===== src/rtl/mat_result_streamer.sv =====
// mat_result_streamer
// Captures the packed 4x4 product matrix when the multiply path signals
// finish, then streams the 16 entries row-major over a valid/ready
// handshake, tagging each beat with row, column and last.
// Optional build macro: RESULT_CHECKSUM_EN adds chk_out, the running sum
// of all transferred entries (stable from the done cycle to next capture).
module mat_result_streamer #(
    parameter int ENTRY_W = 6,
    parameter int N       = 4
) (
    input  logic                     clk,
    input  logic                     rst,
    input  logic [N*N*ENTRY_W-1:0]   mat_in,
    input  logic                     finish,
    output logic [ENTRY_W-1:0]       out_data,
    output logic [$clog2(N)-1:0]     out_row,
    output logic [$clog2(N)-1:0]     out_col,
    output logic                     out_last,
    output logic                     out_valid,
    input  logic                     out_ready,
    output logic                     busy,
`ifdef RESULT_CHECKSUM_EN
    output logic [9:0]               chk_out,
`endif
    output logic                     done
);

    localparam int NUM_E = N * N;
    localparam int TOT_W = NUM_E * ENTRY_W;
    localparam int RC_W  = $clog2(N);
    localparam int IDX_W = $clog2(NUM_E);

    typedef enum logic [1:0] {
        S_IDLE,
        S_SEND,
        S_WAIT_CLR
    } state_t;

    state_t               r_state;
    state_t               w_state_next;
    logic [TOT_W-1:0]     r_mat;
    logic [IDX_W-1:0]     r_index;
    logic                 r_done;

    logic                 w_send;
    logic                 w_xfer;
    logic                 w_last_idx;
    logic                 w_capture;
    logic [ENTRY_W-1:0]   w_entry [NUM_E];
    logic [ENTRY_W-1:0]   w_cur;

    // Entry k sits at the top of the packed word first (C[0][0] is the MSBs).
    genvar gi;
    generate
        for (gi = 0; gi < NUM_E; gi++) begin : g_unpack
            assign w_entry[gi] = r_mat[(NUM_E-1-gi)*ENTRY_W +: ENTRY_W];
        end
    endgenerate

    assign w_send     = (r_state == S_SEND);
    assign w_xfer     = w_send && out_ready;
    assign w_last_idx = (r_index == IDX_W'(NUM_E - 1));
    assign w_capture  = (r_state == S_IDLE) && finish;
    assign w_cur      = w_entry[r_index];

    // State register.
    always_ff @(posedge clk or posedge rst) begin
        if (rst) begin
            r_state <= S_IDLE;
        end else begin
            r_state <= w_state_next;
        end
    end

    // Next-state logic: finish is a held level, so WAIT_CLR blocks a
    // second stream until the multiply path drops it.
    always_comb begin
        w_state_next = r_state;
        case (r_state)
            S_IDLE:     if (finish) w_state_next = S_SEND;
            S_SEND:     if (w_xfer && w_last_idx) w_state_next = S_WAIT_CLR;
            S_WAIT_CLR: if (!finish) w_state_next = S_IDLE;
            default:    w_state_next = S_IDLE;
        endcase
    end

    // Capture register: snapshot taken once so later mat_in changes are ignored.
    always_ff @(posedge clk or posedge rst) begin
        if (rst) begin
            r_mat <= '0;
        end else if (w_capture) begin
            r_mat <= mat_in;
        end
    end

    // Beat index: restarts at capture, advances per transfer, saturates at the last entry.
    always_ff @(posedge clk or posedge rst) begin
        if (rst) begin
            r_index <= '0;
        end else if (w_capture) begin
            r_index <= '0;
        end else if (w_xfer && !w_last_idx) begin
            r_index <= r_index + 1'b1;
        end
    end

    // Done pulse for the single cycle after the final beat transfers.
    always_ff @(posedge clk or posedge rst) begin
        if (rst) begin
            r_done <= 1'b0;
        end else begin
            r_done <= w_xfer && w_last_idx;
        end
    end

`ifdef RESULT_CHECKSUM_EN
    logic [9:0] r_chk;

    // Checksum accumulator: cleared at capture, adds each transferred entry.
    always_ff @(posedge clk or posedge rst) begin
        if (rst) begin
            r_chk <= '0;
        end else if (w_capture) begin
            r_chk <= '0;
        end else if (w_xfer) begin
            r_chk <= r_chk + 10'(w_cur);
        end
    end

    assign chk_out = r_chk;
`endif

    // Outputs come straight from registers; beat fields are zeroed outside SEND.
    assign out_valid = w_send;
    assign busy      = w_send;
    assign done      = r_done;
    assign out_data  = w_send ? w_cur : '0;
    assign out_row   = w_send ? r_index[IDX_W-1:RC_W] : '0;
    assign out_col   = w_send ? r_index[RC_W-1:0] : '0;
    assign out_last  = w_send && w_last_idx;

endmodule


===== config.mk =====
export PLATFORM = sky130hd
export DESIGN_NAME = mat_result_streamer
export DESIGN_NICKNAME = d
export VERILOG_FILES = /design/src/rtl/mat_result_streamer.sv
export SDC_FILE = /design/constraint.sdc
export NUM_CORES = 1
export LEC_CHECK = 0
export CAP_MARGIN = 5
export CORE_UTILIZATION = 45
export CTS_CLUSTER_SIZE = 8
export DETAILED_ROUTE_END_ITERATION = 6
export GPL_TIMING_DRIVEN = 0
export PLACE_DENSITY = 0.76
export SLEW_MARGIN = 20
export SYNTH_ARGS = -nofsm -noshare
export SYNTH_HDL_FRONTEND = slang
export SYNTH_SLANG_ARGS = --single-unit

===== constraint.sdc =====
create_clock -name clk -period 3.4 [get_ports clk]
set_input_delay 0.68 -clock clk [delete_from_list [all_inputs] [get_ports clk]]
set_output_delay 0.68 -clock clk [all_outputs]
set_load 0.005 [all_outputs]

Fig. 1: placed standard cells
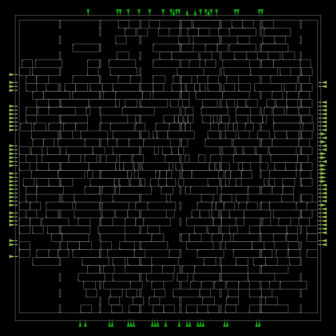
FF+latch count: 103
row count: 37
final core occ: 61.37%
fraction of area in registers: 40.68%

Fig. 2: where the registers sit
The bar under the picture is 20 um long. Other sequential cells in the stronger grey, the rest of the logic in the fainter grey.
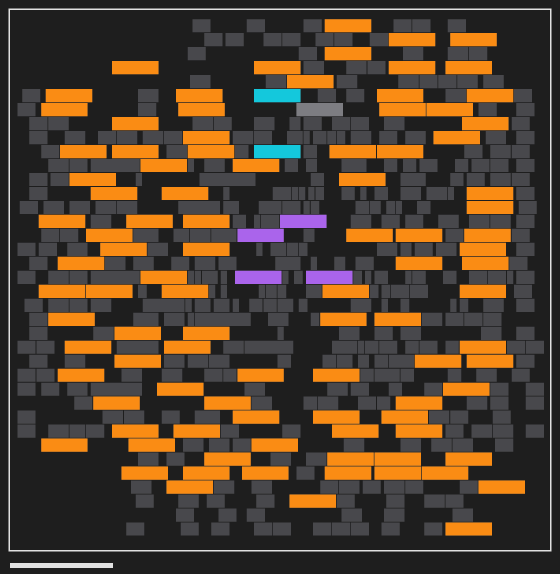
Orange shows r_mat, flops 96, where all over the die. Cyan shows r_state, flops 2. Purple shows r_index, flops 4, where middle.
area taken by flip-flops and latches: 0.002577 sq mm
Seq power: 2.16 mW

==> results_slide.txt <==
Synthesis and Place & Route Summary

Critical path
  • Critical setup path kind: register to output port
  • Largest fanout on the critical path: 10
  • Arr. time, crit path: around 2.5 ns
  • Kind of capture point of the worst setup path: output port
  • FF-to-FF End: r_mat[86]$_DFFE_PP0P_
  • Req. time, crit path: 2.72 ns
  • Worst R2R Path Depth: 4
  • Worst setup path start: r_index[1]$_DFFE_PP0P_
  • Worst reg2reg path startpoint: r_state[1]$_DFFE_PP0P_
  • Critical path startpoint category: register
  • Worst setup path endpoint: out_data[1]
  • Setup slack of the worst register-to-register path: 1.72 ns

Pwr
  • Power after layout: roughly 5.5 mW
  • Highest ir drop seen on vdd: ~0.00034 V
  • Leakage power summed over all cells: 2.701 nW
  • Power Dens Cells: between 800 and 900 mW/mm^2

Timing
  • Actual transition at the worst max-transition pin: 0.4882 ns
  • Crit path time final: roughly 3.2 ns
  • Max_slew headroom: 67.33%
  • Count of pins over their slew limit: 0
  • RSZ-0062 raised after global routing: false
  • Setup slack after layout: around 0.18 ns
  • Final Hold Fails: 0
  • Maximum operating frequency: 0.3103 GHz
  • Final setup violation count: 0
  • Period utilisation layout: between 90% and 100%
  • Setup TNS Final: 0 ns
  • Hold Slack: between 0.5 and 0.6 ns

Clocking
  • TritonCTS clock tree: built
  • Depth of the CTS H-tree: 3
  • Number of buffers inserted to repair setup after CTS: 0
  • Number of clock buffers inserted by TritonCTS: 9
  • CTS Buffer Depth: 2
  • Hold-fix buffers, CTS: 0
  • Root cell of the clock tree: sky130_fd_sc_hd__clkbuf_8
  • Post-CTS Resized: 0
  • Clk pin slew, worst setup/hold paths: about 0.090 ns
  • Clock tree sinks: roughly 100

Floorplan
  • CORE AREA: around 0.010 sq mm
  • Initial Utilization: ~46%
  • Chip Height: about 110 um
  • Boundary Pins: approximately 110
  • Die area: roughly 0.011 sq mm
  • Width of the die: ~110 um

Routing
  • Number of vias per cell: 5.311
  • Initial detailed-routing violation count: ~96
  • Count of nets left with antenna violations after detail routing: 0
  • Final routed DRC violation total: 0
  • Total Routed Length: ~11000 um
  • Routed wire length per instance: about 18 um
  • Initial DRT Pass Iterations: 4
  • Vias: approximately 3200

Place
  • RD Place Congestion: 0.7638
  • Setup WS pre-CTS: 0.5832 ns
  • Placed Area: around 0.0061 sq mm
  • Quantity of I/O buffers inserted on ports: ~110
  • Instance count after placement with tap cells included: between 500 and 600
  • Detailed placement HPWL: around 8200 um

Worst hold path
  • Worst hold path endpoint: r_mat[35]$_DFFE_PP0P_
  • Hold path startpoint: r_mat[35]$_DFFE_PP0P_
  • Class of the most critical hold timing path: register to register
  • Worst hold path stage count: 1

Global routing
  • Number of global-route vias before repair: about 3500
  • GR Layer Usage met3: ~4.2%
  • Wire length of the first global-routing pass: between 15000 and 20000 um
  • Total GRT Usage: between 20% and 30%
  • Global routing usage on met2: 36.47%
  • Overflow after GRT: 0
  • GRT busiest layer: met2
  • Pin count of the biggest net entering global routing: between 50 and 60
  • Met1 layer usage reported by global route: 27.16%
  • Antenna violations before repair: 0

Finish
  • Layout net count: about 570
  • Most common logic cells in the final layout: 113 x sky130_fd_sc_hd__clkdlybuf4s50_1, 103 x sky130_fd_sc_hd__dfrtp_1, 96 x sky130_fd_sc_hd__mux2_2, 37 x sky130_fd_sc_hd__mux2i_1, 20 x sky130_fd_sc_hd__nand2_1
  • Post-route non-filler standard cell count: 607
  • Antenna diode count: 0
  • Fraction of layout cells with a size suffix above 1: 30.36%
  • Synth-to-layout area growth: 32.57%
  • Most frequent logic cell in the layout: sky130_fd_sc_hd__clkdlybuf4s50_1

Yosys
  • Post-synth seq share: a little over half
  • Register bit total from synthesis: 103
  • Yosys-reported design area after synthesis: 0.004780 sq mm
  • Mean cell area of the mapped netlist: around 14 sq um
  • Syn Nets: around 440
  • Total of warnings raised by yosys: 0
  • Yosys Instances: ~340
  • Number of different library cells in the post-synthesis netlist: 32
  • Syn Std Cell Area: roughly 0.0048 sq mm
  • Post-synthesis instance total: 341

Flow run
  • Tool warnings: 26
  • Count of max-cap constraint violations: 0

Outcome
  • Outcome: completed
Fig. 3: clock distribution
The bar under the picture is 20 um long.
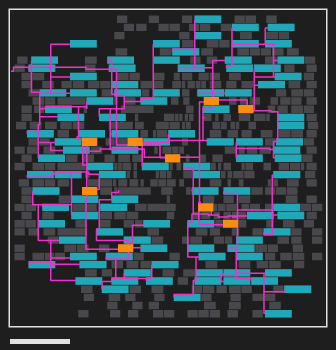
Magenta shows clock wires, length 1150 um. Orange shows clock-net drivers, count 9. Cyan shows flip-flops, count 103.
There are 10 routed clock nets.
power consumed by the clock network: 844 uW
clock latency of the later-clocked register in the worst-skew pair: 0.36 ns
Worst Skew: 0.009498 ns

Fig. 4: drive-strength map
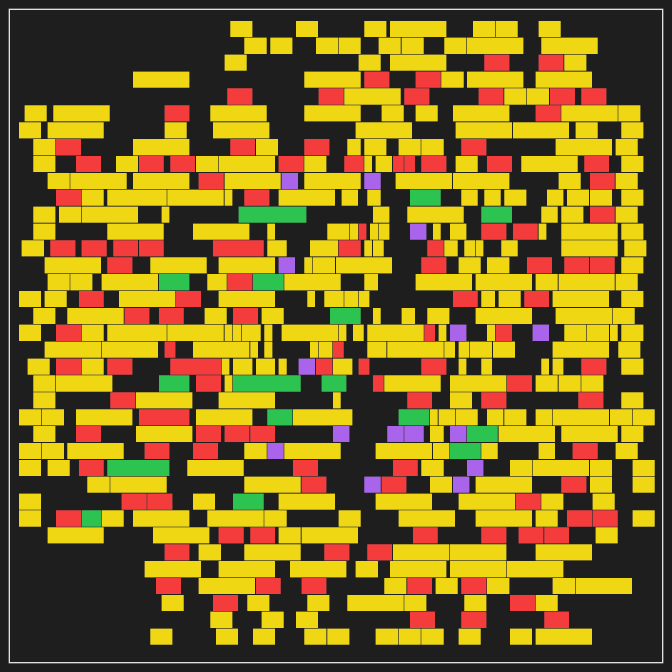
Purple shows x3 and x4, cells 15, share 3.2%. Red shows x2, cells 112, share 24%. Yellow shows x1 and smaller, cells 328, share 70%. Green shows x6 and larger, cells 16, share 3.4%.
count of plain and timing-repair buffers in the layout: 136
Layout Cell Area excl Fill: 0.006336 sq mm

==> Yosys cell counts <==
cell                        count  area [sq um]
sky130_fd_sc_hd__nand2_1       20         75.07
sky130_fd_sc_hd__a31o_2         1         8.760
sky130_fd_sc_hd__o21bai_1       1         7.510
sky130_fd_sc_hd__nand4_1        1         6.260
sky130_fd_sc_hd__clkbuf_1       1         3.750
sky130_fd_sc_hd__mux2_2        96          1081
sky130_fd_sc_hd__dfrtp_1      103          2577
sky130_fd_sc_hd__a21oi_1        1         5.000
sky130_fd_sc_hd__nand3_1        1         5.000
sky130_fd_sc_hd__inv_2          1         3.750
sky130_fd_sc_hd__buf_4         13         97.59
sky130_fd_sc_hd__buf_2          6         30.03
sky130_fd_sc_hd__nor2b_1        3         18.77
sky130_fd_sc_hd__ha_1           1         12.51
sky130_fd_sc_hd__mux2i_1       37         370.4
sky130_fd_sc_hd__nor3b_1        1         7.510
sky130_fd_sc_hd__and2_1         3         18.77
sky130_fd_sc_hd__nor2_1         6         22.52
sky130_fd_sc_hd__xor2_1         2         17.52
sky130_fd_sc_hd__a22oi_1       12         90.09
sky130_fd_sc_hd__o21ai_0        4         20.02
sky130_fd_sc_hd__inv_1          3         11.26
sky130_fd_sc_hd__o21ai_1        3         15.01
sky130_fd_sc_hd__o2111ai_1      6         52.55
sky130_fd_sc_hd__mux4_2         3         67.56
sky130_fd_sc_hd__buf_6          2         22.52
sky130_fd_sc_hd__nand3b_1       1         7.510
sky130_fd_sc_hd__and2_2         3         22.52
sky130_fd_sc_hd__or3_1          1         6.260
sky130_fd_sc_hd__nand2b_1       1         6.260
sky130_fd_sc_hd__mux4_1         3         78.83
sky130_fd_sc_hd__nand3_2        1         10.01
==> power by group <==
part	leakage, nW	total, mW	internal, mW	switching [mW]
clock network	0.110	0.844	0.435	0.409
registers	1.23	2.16	1.84	0.324
logic	1.36	2.51	1.44	1.07
==> cell type report <==
class | instances | area [sq um]
fill | 815 | 3988
sequential | 103 | 2577
multi-input combinational | 212 | 2033
timing repair buffer | 114 | 1159
tap | 136 | 170.2
buffer | 22 | 153.9
clock buffer | 11 | 141.4
clock inverter | 5 | 81.33
inverter | 4 | 20.02
==> flip-flops by register name (all words and copies together) (netlist names) <==
name     count
done         1
r_mat       96
r_state      2
r_index      4
==> routing by layer <==
layer,share of wire [%],up-vias
li1,-,1481
met1,44,1633
met2,50,101
met3,5.5,9
met4,0.98,0
met5,0,-
==> critical path: stages (launching register included) <==
cell and delay, ns:
sky130_fd_sc_hd__dfrtp_1 0.54, sky130_fd_sc_hd__buf_6 0.22, sky130_fd_sc_hd__mux4_2 0.52, sky130_fd_sc_hd__o2111ai_1 0.32
sky130_fd_sc_hd__o21ai_1 0.13, sky130_fd_sc_hd__clkdlybuf4s50_1 0.46
==> kinds of logic (layout without fill, tap and decap cells) <==
logic type | count (synthesis) | in the layout | share of synthesized area (%)
buffers and inverters | 26 | 156 | 3.534
adder cells (fa/ha/maj) | 1 | 1 | 0.2617
AND-OR/OR-AND | 28 | 28 | 4.162
AND/OR/NAND/NOR | 42 | 42 | 4.320
flip-flops | 103 | 103 | 53.93
XOR/XNOR | 2 | 2 | 0.3666
multiplexers | 139 | 139 | 33.43
No activity file was given, so power comes from the tool's default toggle rates.
